### src/rtl/fg_pkg.sv
// Shared definitions for the flow-generator packet stage: FSM states and the
// burst-descriptor field widths used by the upstream burst generator.
package fg_pkg;

    localparam int BD_DEST_WIDTH = 8;
    localparam int BD_LEN_WIDTH  = 32;
    localparam int MAX_PKT_WIDTH = 16;

    typedef enum logic [0:0] {
        ST_IDLE = 1'b0,
        ST_SEND = 1'b1
    } state_t;

endpackage

### src/rtl/fg_packet_gen_if.sv
// Burst-descriptor input and AXI-stream output of the packet generator.
// master = the packet generator, slave = descriptor source plus stream sink.
interface fg_packet_gen_if
    import fg_pkg::*;
#(
    parameter int DATA_WIDTH = 64,
    parameter int DEST_WIDTH = BD_DEST_WIDTH,
    parameter int LEN_WIDTH  = BD_LEN_WIDTH
);
    localparam int KEEP_WIDTH = DATA_WIDTH / 8;

    logic                  input_bd_valid;
    logic                  input_bd_ready;
    logic [DEST_WIDTH-1:0] input_bd_dest;
    logic [LEN_WIDTH-1:0]  input_bd_burst_len;

    logic [DATA_WIDTH-1:0] output_axis_tdata;
    logic [KEEP_WIDTH-1:0] output_axis_tkeep;
    logic                  output_axis_tvalid;
    logic                  output_axis_tready;
    logic                  output_axis_tlast;
    logic [DEST_WIDTH-1:0] output_axis_tdest;

    modport master (
        input  input_bd_valid,
        output input_bd_ready,
        input  input_bd_dest,
        input  input_bd_burst_len,
        output output_axis_tdata,
        output output_axis_tkeep,
        output output_axis_tvalid,
        input  output_axis_tready,
        output output_axis_tlast,
        output output_axis_tdest
    );

    modport slave (
        output input_bd_valid,
        input  input_bd_ready,
        output input_bd_dest,
        output input_bd_burst_len,
        input  output_axis_tdata,
        input  output_axis_tkeep,
        input  output_axis_tvalid,
        output output_axis_tready,
        input  output_axis_tlast,
        input  output_axis_tdest
    );

endinterface

### src/rtl/fg_beat_fill.sv
// Builds one payload beat: byte k carries (offset + k) mod 256 for the first
// nbytes lanes; unused lanes are zero and their keep bits cleared.
module fg_beat_fill #(
    parameter int DATA_WIDTH = 64,
    parameter int KEEP_WIDTH = DATA_WIDTH / 8,
    parameter int NB_WIDTH   = $clog2(KEEP_WIDTH + 1)
) (
    input  logic [7:0]            offset_i,
    input  logic [NB_WIDTH-1:0]   nbytes_i,
    output logic [DATA_WIDTH-1:0] tdata_o,
    output logic [KEEP_WIDTH-1:0] tkeep_o
);

    // Per-lane byte counter value and contiguous keep mask.
    always_comb begin
        tdata_o = {DATA_WIDTH{1'b0}};
        tkeep_o = {KEEP_WIDTH{1'b0}};
        for (int k = 0; k < KEEP_WIDTH; k++) begin
            if (NB_WIDTH'(k) < nbytes_i) begin
                tdata_o[8*k +: 8] = offset_i + 8'(k);
                tkeep_o[k]        = 1'b1;
            end else begin
                tdata_o[8*k +: 8] = 8'h00;
                tkeep_o[k]        = 1'b0;
            end
        end
    end

endmodule

### src/rtl/fg_packet_gen.sv
// Packet generator: accepts burst descriptors and emits each burst as a train
// of AXI-stream packets of at most max_pkt_len bytes with a byte-counter payload.
// All stream outputs are registered; the next beat is prepared from next-state
// values so a new packet follows a tlast transfer without a bubble.
module fg_packet_gen
    import fg_pkg::*;
#(
    parameter int DATA_WIDTH = 64,
    parameter int KEEP_WIDTH = DATA_WIDTH / 8,
    parameter int DEST_WIDTH = BD_DEST_WIDTH,
    parameter int LEN_WIDTH  = BD_LEN_WIDTH
) (
    input  logic                  clk,
    input  logic                  rst_n,
    fg_packet_gen_if.master       bus,
    input  logic [MAX_PKT_WIDTH-1:0] max_pkt_len,
    output logic                  busy,
    output logic [31:0]           bursts_done,
    output logic [LEN_WIDTH-1:0]  bytes_sent
);

    localparam int NB_WIDTH = $clog2(KEEP_WIDTH + 1);
    localparam logic [LEN_WIDTH-1:0] KEEP_LEN = LEN_WIDTH'(KEEP_WIDTH);
    localparam logic [LEN_WIDTH-1:0] LEN_ZERO = {LEN_WIDTH{1'b0}};
    localparam logic [LEN_WIDTH-1:0] LEN_ONE  = LEN_WIDTH'(1'b1);

    state_t                state_q, state_d;
    logic                  ready_q, ready_d;
    logic                  busy_q, busy_d;
    logic [LEN_WIDTH-1:0]  max_q, max_d;
    logic [LEN_WIDTH-1:0]  offset_q, offset_d;
    logic [LEN_WIDTH-1:0]  burst_rem_q, burst_rem_d;
    logic [LEN_WIDTH-1:0]  pkt_rem_q, pkt_rem_d;
    logic [NB_WIDTH-1:0]   nbytes_q, nbytes_d;
    logic                  tvalid_q, tvalid_d;
    logic                  tlast_q, tlast_d;
    logic [DATA_WIDTH-1:0] tdata_q, tdata_d;
    logic [KEEP_WIDTH-1:0] tkeep_q, tkeep_d;
    logic [DEST_WIDTH-1:0] tdest_q, tdest_d;
    logic [31:0]           bursts_q, bursts_d;
    logic [LEN_WIDTH-1:0]  bytes_q, bytes_d;

    logic                  load_beat_s;
    logic                  clear_beat_s;
    logic [LEN_WIDTH-1:0]  max_eff_s;
    logic [LEN_WIDTH-1:0]  nb_len_s;
    logic [LEN_WIDTH-1:0]  burst_left_s;
    logic [LEN_WIDTH-1:0]  pkt_left_s;
    logic [NB_WIDTH-1:0]   nbytes_new_s;
    logic [DATA_WIDTH-1:0] fill_data_s;
    logic [KEEP_WIDTH-1:0] fill_keep_s;

    // A zero max_pkt_len would never make progress, so it behaves as 1.
    assign max_eff_s    = (max_pkt_len == {MAX_PKT_WIDTH{1'b0}}) ? LEN_ONE
                                                                 : LEN_WIDTH'(max_pkt_len);
    assign nb_len_s     = LEN_WIDTH'(nbytes_q);
    assign burst_left_s = burst_rem_q - nb_len_s;
    assign pkt_left_s   = pkt_rem_q - nb_len_s;
    assign nbytes_new_s = (pkt_rem_d < KEEP_LEN) ? NB_WIDTH'(pkt_rem_d)
                                                 : NB_WIDTH'(KEEP_WIDTH);

    fg_beat_fill #(
        .DATA_WIDTH (DATA_WIDTH),
        .KEEP_WIDTH (KEEP_WIDTH),
        .NB_WIDTH   (NB_WIDTH)
    ) u_beat_fill (
        .offset_i (offset_d[7:0]),
        .nbytes_i (nbytes_new_s),
        .tdata_o  (fill_data_s),
        .tkeep_o  (fill_keep_s)
    );

    // FSM next state, burst/packet bookkeeping and status counters.
    always_comb begin
        state_d      = state_q;
        ready_d      = ready_q;
        busy_d       = busy_q;
        max_d        = max_q;
        offset_d     = offset_q;
        burst_rem_d  = burst_rem_q;
        pkt_rem_d    = pkt_rem_q;
        tdest_d      = tdest_q;
        bursts_d     = bursts_q;
        bytes_d      = bytes_q;
        load_beat_s  = 1'b0;
        clear_beat_s = 1'b0;

        case (state_q)
            ST_IDLE: begin
                ready_d = 1'b1;
                busy_d  = 1'b0;
                if (bus.input_bd_valid && ready_q) begin
                    if (bus.input_bd_burst_len == LEN_ZERO) begin
                        // Empty burst completes immediately with no output.
                        bursts_d = bursts_q + 32'd1;
                    end else begin
                        state_d     = ST_SEND;
                        ready_d     = 1'b0;
                        busy_d      = 1'b1;
                        tdest_d     = bus.input_bd_dest;
                        max_d       = max_eff_s;
                        offset_d    = LEN_ZERO;
                        burst_rem_d = bus.input_bd_burst_len;
                        pkt_rem_d   = (max_eff_s < bus.input_bd_burst_len) ? max_eff_s
                                                                           : bus.input_bd_burst_len;
                        load_beat_s = 1'b1;
                    end
                end else begin
                    state_d = ST_IDLE;
                end
            end

            ST_SEND: begin
                ready_d = 1'b0;
                busy_d  = 1'b1;
                if (tvalid_q && bus.output_axis_tready) begin
                    bytes_d     = bytes_q + nb_len_s;
                    offset_d    = offset_q + nb_len_s;
                    burst_rem_d = burst_left_s;
                    if (burst_left_s == LEN_ZERO) begin
                        state_d      = ST_IDLE;
                        ready_d      = 1'b1;
                        busy_d       = 1'b0;
                        bursts_d     = bursts_q + 32'd1;
                        pkt_rem_d    = LEN_ZERO;
                        clear_beat_s = 1'b1;
                    end else begin
                        if (pkt_left_s == LEN_ZERO) begin
                            pkt_rem_d = (max_q < burst_left_s) ? max_q : burst_left_s;
                        end else begin
                            pkt_rem_d = pkt_left_s;
                        end
                        load_beat_s = 1'b1;
                    end
                end else begin
                    state_d = ST_SEND;
                end
            end

            default: begin
                state_d      = ST_IDLE;
                ready_d      = 1'b0;
                busy_d       = 1'b0;
                clear_beat_s = 1'b1;
            end
        endcase
    end

    // Output beat register contents: load a fresh beat, clear after the burst, else hold.
    always_comb begin
        tvalid_d = tvalid_q;
        tlast_d  = tlast_q;
        tdata_d  = tdata_q;
        tkeep_d  = tkeep_q;
        nbytes_d = nbytes_q;
        if (load_beat_s) begin
            tvalid_d = 1'b1;
            tlast_d  = (pkt_rem_d <= KEEP_LEN);
            tdata_d  = fill_data_s;
            tkeep_d  = fill_keep_s;
            nbytes_d = nbytes_new_s;
        end else if (clear_beat_s) begin
            tvalid_d = 1'b0;
            tlast_d  = 1'b0;
            tdata_d  = {DATA_WIDTH{1'b0}};
            tkeep_d  = {KEEP_WIDTH{1'b0}};
            nbytes_d = {NB_WIDTH{1'b0}};
        end else begin
            tvalid_d = tvalid_q;
        end
    end

    // State and output registers with synchronous active-low reset.
    always_ff @(posedge clk) begin
        if (!rst_n) begin
            state_q     <= ST_IDLE;
            ready_q     <= 1'b0;
            busy_q      <= 1'b0;
            max_q       <= LEN_ONE;
            offset_q    <= LEN_ZERO;
            burst_rem_q <= LEN_ZERO;
            pkt_rem_q   <= LEN_ZERO;
            nbytes_q    <= {NB_WIDTH{1'b0}};
            tvalid_q    <= 1'b0;
            tlast_q     <= 1'b0;
            tdata_q     <= {DATA_WIDTH{1'b0}};
            tkeep_q     <= {KEEP_WIDTH{1'b0}};
            tdest_q     <= {DEST_WIDTH{1'b0}};
            bursts_q    <= 32'd0;
            bytes_q     <= LEN_ZERO;
        end else begin
            state_q     <= state_d;
            ready_q     <= ready_d;
            busy_q      <= busy_d;
            max_q       <= max_d;
            offset_q    <= offset_d;
            burst_rem_q <= burst_rem_d;
            pkt_rem_q   <= pkt_rem_d;
            nbytes_q    <= nbytes_d;
            tvalid_q    <= tvalid_d;
            tlast_q     <= tlast_d;
            tdata_q     <= tdata_d;
            tkeep_q     <= tkeep_d;
            tdest_q     <= tdest_d;
            bursts_q    <= bursts_d;
            bytes_q     <= bytes_d;
        end
    end

    assign bus.input_bd_ready     = ready_q;
    assign bus.output_axis_tvalid = tvalid_q;
    assign bus.output_axis_tlast  = tlast_q;
    assign bus.output_axis_tdata  = tdata_q;
    assign bus.output_axis_tkeep  = tkeep_q;
    assign bus.output_axis_tdest  = tdest_q;
    assign busy                   = busy_q;
    assign bursts_done            = bursts_q;
    assign bytes_sent             = bytes_q;

endmodule
### src/flat_wrapper.sv
// flat-port wrapper written by rule: the top's interface ports become plain ports
module fg_packet_gen_flat import fg_pkg::*;
#(
    parameter int DATA_WIDTH = 64,
    parameter int KEEP_WIDTH = DATA_WIDTH / 8,
    parameter int DEST_WIDTH = BD_DEST_WIDTH,
    parameter int LEN_WIDTH  = BD_LEN_WIDTH
)
  (clk, rst_n, max_pkt_len, busy, bursts_done, bytes_sent, bus_input_bd_valid, bus_input_bd_ready, bus_input_bd_dest, bus_input_bd_burst_len, bus_output_axis_tdata, bus_output_axis_tkeep, bus_output_axis_tvalid, bus_output_axis_tready, bus_output_axis_tlast, bus_output_axis_tdest);
  fg_packet_gen_if #(.DATA_WIDTH(DATA_WIDTH), .DEST_WIDTH(DEST_WIDTH), .LEN_WIDTH(LEN_WIDTH)) bus_i ();
  input  logic clk;
  input  logic rst_n;
  input  logic [MAX_PKT_WIDTH-1:0] max_pkt_len;
  output logic busy;
  output logic [31:0] bursts_done;
  output logic [LEN_WIDTH-1:0] bytes_sent;
  input wire logic [$bits(bus_i.input_bd_valid)-1:0] bus_input_bd_valid;
  output wire logic [$bits(bus_i.input_bd_ready)-1:0] bus_input_bd_ready;
  input wire logic [$bits(bus_i.input_bd_dest)-1:0] bus_input_bd_dest;
  input wire logic [$bits(bus_i.input_bd_burst_len)-1:0] bus_input_bd_burst_len;
  output wire logic [$bits(bus_i.output_axis_tdata)-1:0] bus_output_axis_tdata;
  output wire logic [$bits(bus_i.output_axis_tkeep)-1:0] bus_output_axis_tkeep;
  output wire logic [$bits(bus_i.output_axis_tvalid)-1:0] bus_output_axis_tvalid;
  input wire logic [$bits(bus_i.output_axis_tready)-1:0] bus_output_axis_tready;
  output wire logic [$bits(bus_i.output_axis_tlast)-1:0] bus_output_axis_tlast;
  output wire logic [$bits(bus_i.output_axis_tdest)-1:0] bus_output_axis_tdest;
  assign bus_i.input_bd_valid = bus_input_bd_valid;
  assign bus_input_bd_ready = bus_i.input_bd_ready;
  assign bus_i.input_bd_dest = bus_input_bd_dest;
  assign bus_i.input_bd_burst_len = bus_input_bd_burst_len;
  assign bus_output_axis_tdata = bus_i.output_axis_tdata;
  assign bus_output_axis_tkeep = bus_i.output_axis_tkeep;
  assign bus_output_axis_tvalid = bus_i.output_axis_tvalid;
  assign bus_i.output_axis_tready = bus_output_axis_tready;
  assign bus_output_axis_tlast = bus_i.output_axis_tlast;
  assign bus_output_axis_tdest = bus_i.output_axis_tdest;
  fg_packet_gen #(.DATA_WIDTH(DATA_WIDTH), .KEEP_WIDTH(KEEP_WIDTH), .DEST_WIDTH(DEST_WIDTH), .LEN_WIDTH(LEN_WIDTH)) u_core (.clk(clk), .rst_n(rst_n), .bus(bus_i), .max_pkt_len(max_pkt_len), .busy(busy), .bursts_done(bursts_done), .bytes_sent(bytes_sent));
endmodule
### config.mk
export PLATFORM = sky130hd
export DESIGN_NAME = fg_packet_gen_flat
export DESIGN_NICKNAME = d
export VERILOG_FILES = /design/src/rtl/fg_pkg.sv /design/src/rtl/fg_packet_gen_if.sv /design/src/rtl/fg_beat_fill.sv /design/src/rtl/fg_packet_gen.sv /design/src/flat_wrapper.sv
export SDC_FILE = /design/constraint.sdc
export NUM_CORES = 1
export LEC_CHECK = 0
export CORE_MARGIN = 5
export CORE_UTILIZATION = 34
export CTS_CLUSTER_SIZE = 16
export DETAILED_ROUTE_END_ITERATION = 10
export PLACE_DENSITY = 0.6
export SETUP_SLACK_MARGIN = 0.02
export SLEW_MARGIN = 25
export SYNTH_ARGS = -nofsm -noshare
export SYNTH_HDL_FRONTEND = slang
export SYNTH_SLANG_ARGS = --single-unit
### constraint.sdc
create_clock -name clk -period 9.7 [get_ports clk]
set_clock_uncertainty 0.1 [all_clocks]
set_input_delay 2.91 -clock clk [delete_from_list [all_inputs] [get_ports clk]]
set_output_delay 2.91 -clock clk [all_outputs]
set_load 0.03 [all_outputs]
**Run 1: close-up of the layout**

Bar = 10 um. Region (40, 40) to (65, 65) um. Cells in gray, sequential cells in the stronger gray; small squares are vias.
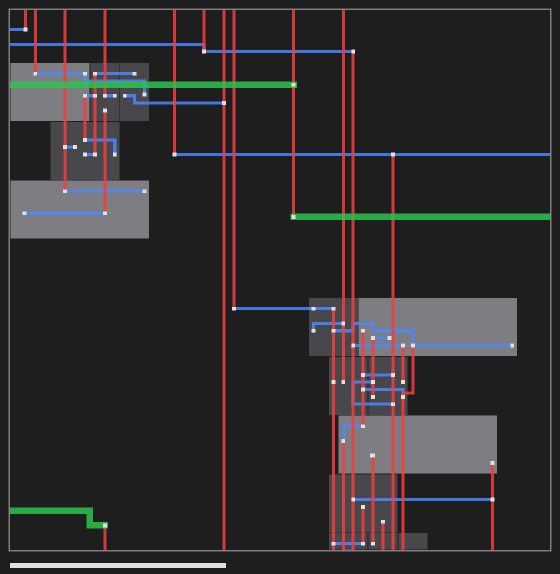
| color | layer |
|---|---|
| red | metal 2 |
| blue | metal 1 |
| green | metal 3 |
most frequent: dfxtp_1 (4)
sequential cells in the window: 4
netlist names of flops here include: u_core.bytes_sent (4)
cells with their middle in the window: 11

**Run 1: wires at chosen ports, followed through buffers**

Bar = 50 um.
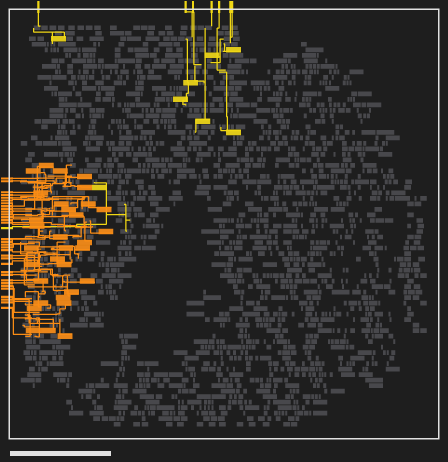
| color | port | bits | direction | end cells | buffers | wire |
|---|---|---|---|---|---|---|
| yellow | bus_output_axis_tkeep | 8 | output | 8 | 8 | 447 um |
| orange | bursts_done | 32 | output | 32 | 32 | 1580 um |

**Run 1: gate families picked out**

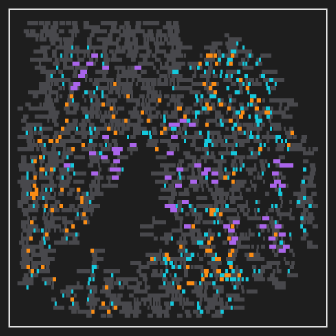
| color | family | cells |
|---|---|---|
| orange | and/or cells | 125 |
| purple | fa/ha/maj cells | 58 |
| cyan | nor cells | 277 |

==> results.txt, run 1 <==
fresh numbers from the pnr run: status=finished, final reports clean, inverters=58, Cells after Synth=1767, switching power total=823.9 uW, top cells by count=dfxtp_1 (239), nand2_1 (234), nor2_1 (176), Final Non-Filler Cells=2456, Post-Syn Area=0.01379 mm^2, First-pass DRT Iterations=5, Top-area cell share=34.69%, area reported by Yosys stat=0.01379 mm^2, Hold WC Path Type=flop to flop, hold_buf cts=0, EDFF count, synth=0, Hold EP=u_core.bus.output_axis_tdata[56]$_SDFFE_PN0P_, top_reg_cell synth=dfxtp_1, setup violators final=0, vias in the first global route=13110, Tmin final=8.021 ns, Post-CTS Setup Inserts=0, Remaining DRCs=0, max reg flops=64, Flops=239, most numerous logic cell after layout=dfxtp_1, Max Cap Violations=0, Nets=2029, crit path to=u_core.bus.output_axis_tdata[53]$_SDFFE_PN0P_, cells in synth_stat.txt=1767, maximum clock insertion buffer count=3, Die H=211.4 um, diode count=0, cell family with most CP delay=simple AND/OR/NAND/NOR gates, Root Driver=clkbuf_16, Post-Syn Nets=1885, WS Path Type=input pin to flop, hold path start=u_core.bus.output_axis_tdata[56]$_SDFFE_PN0P_, H-Tree Depth=1, GRT met1 Usage=27.92%, Cell Int Power=1819 uW, Cells after DPL=2406, top-count cell post-synth=dfxtp_1, Crit. path cell count=16, vias per cell=5.552, Vias=13640, Non-CTS buffers=231
**Run 1: routing congestion**

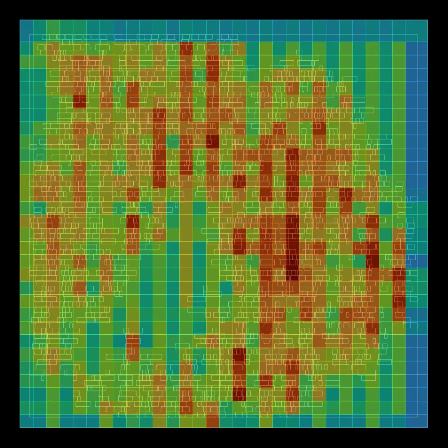

==> run 1 -> run 2 <==
==> constraint.sdc (replaced) <==
create_clock -name clk -period 7.8 [get_ports clk]
set_clock_uncertainty 0.1 [all_clocks]
set_input_delay 2.34 -clock clk [delete_from_list [all_inputs] [get_ports clk]]
set_output_delay 2.34 -clock clk [all_outputs]
set_load 0.03 [all_outputs]
**Run 2: routing congestion**

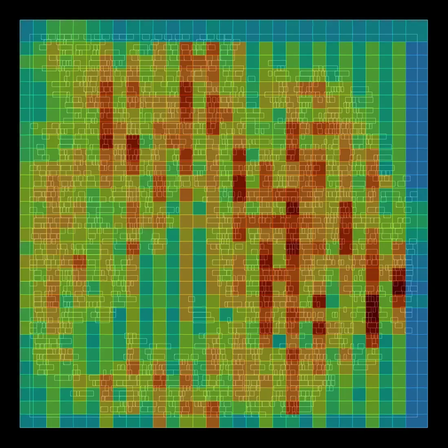
routed length per instance: 19.51 um
met2 Usage GRT: 32.40%
met3 Use GR: 6.461%
GRT met1 Usage: 27.30%

**Run 2: wires at chosen ports, followed through buffers**

Bar = 50 um.
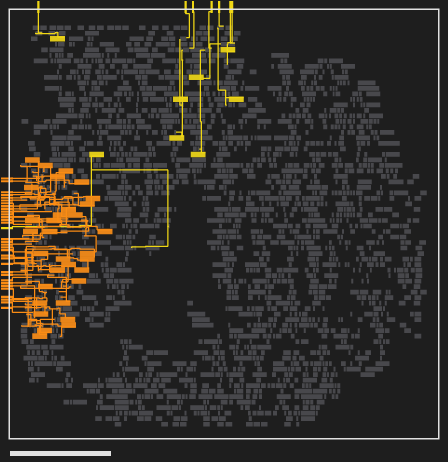
| color | port | bits | direction | end cells | buffers | wire |
|---|---|---|---|---|---|---|
| yellow | bus_output_axis_tkeep | 8 | output | 8 | 8 | 549 um |
| orange | bursts_done | 32 | output | 32 | 32 | 1540 um |

==> run 2 against run 1 <==
  * Wire length down 0.88%
  * Register-to-register slack got worse by 1.7 ns
  * First-iteration DRC count decreased by 8.9%
  * Synthesized cell count unchanged
  * Global-route usage down 0.10 points
  * Combinational power up 25%
  * Non-clock buffer count grew 4
  * Via count is 0.29% higher
  * Count of clock-buffer cells in the layout unchanged
  * Critical endpoint is now u_core.bus.output_axis_tdata[6]$_SDFFE_PN0P_
  * Largest cell class unchanged
==> results.txt, run 2 <==
fresh numbers from the pnr run: status=finished, final reports clean, vias per cell=5.550, First-pass DRT Iterations=5, Die H=211.4 um, top-count cell post-synth=dfxtp_1, Cells after Synth=1767, area reported by Yosys stat=0.01379 mm^2, hold_buf cts=0, Tmin final=6.918 ns, Vias=13670, Nets=2034, Post-CTS Setup Inserts=0, Root Driver=clkbuf_16, Post-Syn Nets=1885, cells in synth_stat.txt=1767, crit path to=u_core.bus.output_axis_tdata[6]$_SDFFE_PN0P_, Cells after DPL=2410, vias in the first global route=13060, cell family with most CP delay=AND-OR/OR-AND gates, Cell Int Power=2503 uW
Power is estimated from default activity; no workload was simulated.
